### config.mk
export PLATFORM = sky130hd
export DESIGN_NAME = bclk_training_ctrl
export DESIGN_NICKNAME = d
export VERILOG_FILES = /design/src/rtl/bclk_training_ctrl.sv
export SDC_FILE = /design/constraint.sdc
export NUM_CORES = 1
export LEC_CHECK = 0
export ABC_CLOCK_PERIOD_IN_PS = 2020
export CAP_MARGIN = 5
export CORE_MARGIN = 10
export CORE_UTILIZATION = 48
export DETAILED_ROUTE_END_ITERATION = 7
export PLACE_DENSITY = 0.75
export SYNTH_ARGS = -nofsm -noshare
export SYNTH_HDL_FRONTEND = slang
export SYNTH_SLANG_ARGS = --single-unit
### constraint.sdc
create_clock -name FAB_CLK -period 2.02 [get_ports FAB_CLK]
set_clock_uncertainty 0.15 [all_clocks]
set_input_delay 0.202 -clock FAB_CLK [delete_from_list [all_inputs] [get_ports FAB_CLK]]
set_output_delay 0.202 -clock FAB_CLK [all_outputs]
set_load 0.01 [all_outputs]
### src/rtl/bclk_training_ctrl.sv
// BCLK training sequencer: sweeps the training IOD delay line tap by tap and reports the edge tap.
// Optional eye-monitor qualification is enabled by defining BCLK_TRN_EYE_MON_EN.
module bclk_training_ctrl #(
  parameter int unsigned MAX_TAPS      = 128,
  parameter int unsigned SETTLE_CYCLES = 8,
  parameter int unsigned SAMPLES       = 16
) (
  input  logic       FAB_CLK,
  input  logic       RESET_N,
  input  logic       START,
  input  logic [7:0] RX_DATA,
  input  logic       DELAY_LINE_OUT_OF_RANGE,
  input  logic       EYE_MONITOR_EARLY,
  input  logic       EYE_MONITOR_LATE,
  output logic       DELAY_LINE_LOAD,
  output logic       DELAY_LINE_MOVE,
  output logic       DELAY_LINE_DIRECTION,
  output logic       EYE_MONITOR_CLEAR_FLAGS,
  output logic       BUSY,
  output logic       DONE,
  output logic       ERR,
  output logic [7:0] EDGE_TAP,
  output logic [7:0] REF_PATTERN
);

  localparam int unsigned CW          = 8;
  localparam logic [7:0]  LAST_TAP    = 8'(MAX_TAPS - 1);
  localparam logic [CW-1:0] SETTLE_LAST = CW'(SETTLE_CYCLES - 1);
  localparam logic [CW-1:0] SAMPLE_LAST = CW'(SAMPLES - 1);

  typedef enum logic [2:0] {
    S_IDLE, S_LOAD, S_SETTLE, S_SAMPLE, S_EVAL, S_STEP, S_DONE, S_FAIL
  } state_t;

  state_t          state;
  logic [7:0]      tap;
  logic [CW-1:0]   cnt;
  logic [7:0]      cur;
  logic            unstable;
  logic            eye_hit;

`ifdef BCLK_TRN_EYE_MON_EN
  localparam logic EYE_EN = 1'b1;
  assign eye_hit = EYE_MONITOR_EARLY | EYE_MONITOR_LATE;
`else
  localparam logic EYE_EN = 1'b0;
  logic unused_eye_flags;
  assign eye_hit          = 1'b0;
  assign unused_eye_flags = EYE_MONITOR_EARLY ^ EYE_MONITOR_LATE;
`endif

  // Delay line is only ever swept upward.
  assign DELAY_LINE_DIRECTION = 1'b1;

  always_ff @(posedge FAB_CLK) begin
    if (!RESET_N) begin
      state                   <= S_IDLE;
      DELAY_LINE_LOAD         <= 1'b0;
      DELAY_LINE_MOVE         <= 1'b0;
      EYE_MONITOR_CLEAR_FLAGS <= 1'b0;
      BUSY                    <= 1'b0;
      DONE                    <= 1'b0;
      ERR                     <= 1'b0;
      EDGE_TAP                <= 8'd0;
      REF_PATTERN             <= 8'd0;
      tap                     <= 8'd0;
      cnt                     <= '0;
      cur                     <= 8'd0;
      unstable                <= 1'b0;
    end else begin
      DELAY_LINE_LOAD         <= 1'b0;
      DELAY_LINE_MOVE         <= 1'b0;
      EYE_MONITOR_CLEAR_FLAGS <= 1'b0;
      case (state)
        S_IDLE, S_DONE, S_FAIL: begin
          if (START) begin
            state           <= S_LOAD;
            DELAY_LINE_LOAD <= 1'b1;
            BUSY            <= 1'b1;
            DONE            <= 1'b0;
            ERR             <= 1'b0;
          end
        end
        S_LOAD: begin
          tap                     <= 8'd0;
          cnt                     <= '0;
          EYE_MONITOR_CLEAR_FLAGS <= EYE_EN;
          state                   <= S_SETTLE;
        end
        S_SETTLE: begin
          if (cnt == SETTLE_LAST) begin
            cnt   <= '0;
            state <= S_SAMPLE;
          end else begin
            cnt <= cnt + CW'(1);
          end
        end
        S_SAMPLE: begin
          // First word becomes the tap's candidate; later words only flag instability.
          if (cnt == '0) begin
            cur      <= RX_DATA;
            unstable <= eye_hit;
          end else if ((RX_DATA != cur) || eye_hit) begin
            unstable <= 1'b1;
          end
          if (cnt == SAMPLE_LAST) begin
            cnt   <= '0;
            state <= S_EVAL;
          end else begin
            cnt <= cnt + CW'(1);
          end
        end
        S_EVAL: begin
          if (DELAY_LINE_OUT_OF_RANGE || ((tap == 8'd0) && unstable) ||
              ((tap != 8'd0) && !unstable && (cur == REF_PATTERN) && (tap == LAST_TAP))) begin
            state    <= S_FAIL;
            ERR      <= 1'b1;
            BUSY     <= 1'b0;
            EDGE_TAP <= 8'd0;
          end else if ((tap != 8'd0) && (unstable || (cur != REF_PATTERN))) begin
            state    <= S_DONE;
            DONE     <= 1'b1;
            BUSY     <= 1'b0;
            EDGE_TAP <= tap;
          end else begin
            if (tap == 8'd0) begin
              REF_PATTERN <= cur;
            end
            state           <= S_STEP;
            DELAY_LINE_MOVE <= 1'b1;
          end
        end
        S_STEP: begin
          tap                     <= tap + 8'd1;
          cnt                     <= '0;
          EYE_MONITOR_CLEAR_FLAGS <= EYE_EN;
          state                   <= S_SETTLE;
        end
        default: state <= S_IDLE;
      endcase
    end
  end

endmodule

Figure 1. Selected gate families.
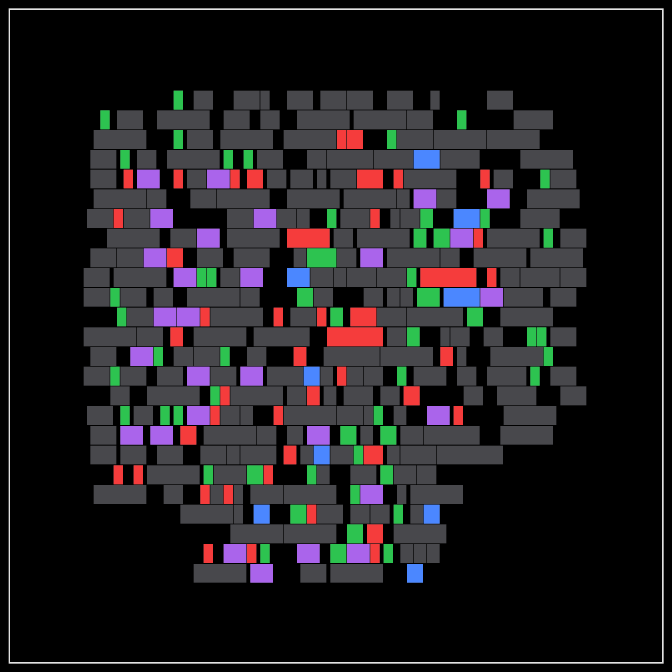
colour	family	cells
purple	xor and xnor cells	28
blue	and/or cells	9
green	nand cells	53
red	nor cells	44

Figure 2. Signal metal coverage by tile.
Scale bar: 20 um. 18 x 18 tiles, from dark blue (low) to red (high), scaled to the fullest tile. Values are wire area over tile area, all layers added.
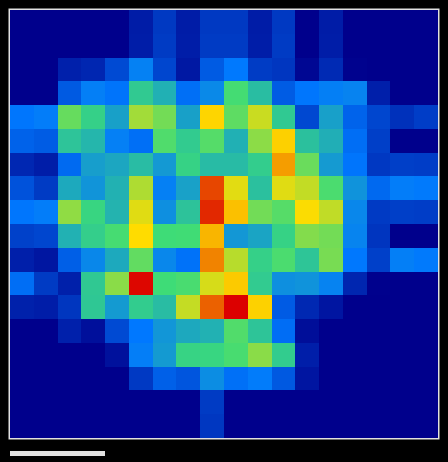
mean over tiles	0.11
tiles over half the peak	16%
emptiest ninth of the die	bottom right
nearly empty tiles	32%
fullest tile	0.46
Routed WL: 5470 um
Total Routing Usage GR: 13.4%
WL/cell: 13.7 um
total number of vias: 2081

==> impl_metrics.toml <==
# physical design summary
[floorplan]
die.size.y_um = 90.0
die_w_um = 90.0
fp_util_pct = 49.7
dieArea_um2 = 8090
n_tap_cell = 67

[grt]
grt_first_pass_wirelength_um = 9250
gr-usage-met1_pct = 15.1
top_usage_layer = "met2"
grt_pass1_vias = 2047
grt_start_max_net_pins = 31

[finish]
drive_gt1_share_pct = 22.5
area_growth_syn_to_layout_pct = 37.6
layout.cells.most_common_list = "dfxtp_1 (46), nand2_1 (37), buf_4 (36)"
antenna_cells = 0
logic_gates = 197
post_layout_nonfiller_instances = 401
sh_comb_area_pct = 43.2
lay_top_count = "dfxtp_1"
largestClassByArea = "combinational gates"
nonClkBufAreaFrac_pct = 20.3
flops = 49
seq_share_pct = 30.4
fill_cells = 388
final.clkbuf_count = 6
logic_area_um2 = 1400
nets = 351
clock_area_share_pct = 2.67
inverters = 7

[cts]
clockBufferDepth = 2
post_cts_resized = 14
postCtsSetupBuffers = 4
cts_tree = "done"
cts_buffers = 5
cts_hold_buffers = 0
clockRootBuffer = "clkbuf_8"

[synthesis]
syn-cell-area_um2 = 2350
syn_avg_cell_area_um2 = 8.90
ys_seq_share_pct = 41.7
synthXorXnorAreaFrac_pct = 10.4
mux_share_pct = 7.72
yosys_area_um2 = 2350
yosys.area.top_type = "dfxtp_1"
topCellsByArea = "dfxtp_1 (42%), xor2_1 (9.3%), mux2i_1 (7.2%), nand2_1 (5.9%), nor2_1 (4.3%)"
yosys-stat-cells = 264
yosys-top-cells-count = "dfxtp_1 (49), nand2_1 (37), nor2_1 (27)"
simple_gate_area_share_pct = 23.0
ys_ff = 49
async_flop_share_pct = 0
fp_nets = 282
yosys_most_used_dff = "dfxtp_1"
synth_cell_types = 47
yosysWarnings = 0

[worst_hold_path]
min_from = "EDGE_TAP[5]$_SDFFE_PN0P_"
holdPathStages = 2
hold_path.class = "register to register"
whs_endpoint = "EDGE_TAP[5]$_SDFFE_PN0P_"

[critical_path]
timing.rr.end = "DONE$_SDFFE_PN0P_"
rr_startpoint = "tap[0]$_SDFFE_PN0P_"
crit_type = "register to register"
crit_chain = "inv_2 > ha_4 > or4b_4 > nor4_4 > a31o_2 > buf_6 > nor4_4 > buf_4 > a31o_4"
path_delay_family = "simple AND/OR/NAND/NOR gates"
slowest_stage = "or4b_4"
end_kind = "register"
startpoint = "tap[0]$_SDFFE_PN0P_"
worstSetupStartpointType = "register"
setup.worst_path.end = "DONE$_SDFFE_PN0P_"

[route]
drt_iter0_markers = 114
ant_nets = 0
viasPerCell = 5.19
wl_met3_um = 266
drc = 0
top_layer = "met4"
wl_met2_um = 2780
drt_pre_antenna_iters = 4

[place]
io_buffers = 32
placed_cell_area_um2 = 2990
post-place-ws_ns = -0.257
hpwl_um = 3930

[pwr]
power_switching_mw = 0.577
p_int_mw = 1.44
p_comb_share_pct = 19.3
p_comb_mw = 0.389
leakagePower_nw = 1.34
vdd_drop_max_uv = 350
p_seq_mw = 1.05
power.total_mw = 2.02
swShare_pct = 28.6

[timing]
finalSetupViolCount = 20
fin_crit_ns = 2.17
finalWorstSetupSlack_ns = -0.153
timing.fmax_mhz = 460
fin_hold_ws_ns = 0.312
period_used_pct = 108
rsz0062_at_grt = "yes"
tightest_slew_ns = 0.538

[job]
tool_warnings = 33
cap_violations = 0

[outcome]
status = "finished, violations left"
failed_checks = "setup timing"
Figure 3. Clock network drawn from the DEF.
Scale bar: 20 um.
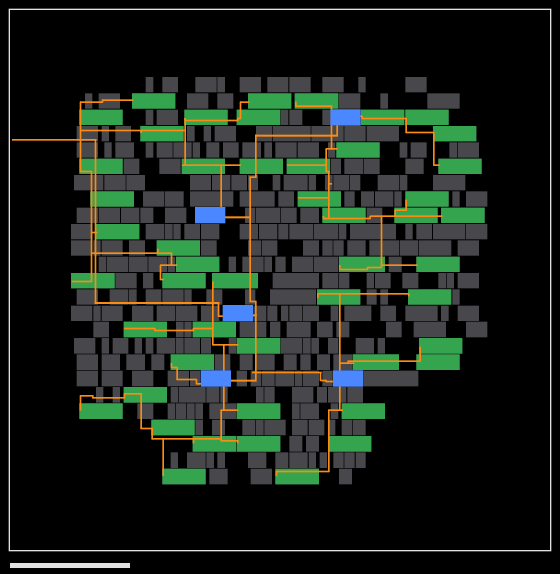
[orange] clock wires | length: 579 um
[blue] clock drivers | count: 5
[green] flip-flops | count: 49
routed clock nets	6
Clk. pwr: 0.581 mW
Latency at later pin: 0.31 ns

Figure 4. Cells coloured by class.
Scale bar: 20 um.
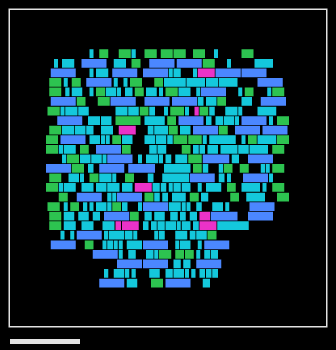
colour	class	cells
blue	sequential cells	49
green	remaining buffers and delay cells	73
cyan	combinational and other logic	204
magenta	clock drivers and dummy loads	8
Core ar.: 4720 um^2
Design Area, Final: 3230 um^2
num rows: 25
Core Util, Final: 68.5%

Power and IR drop assume default switching activity.
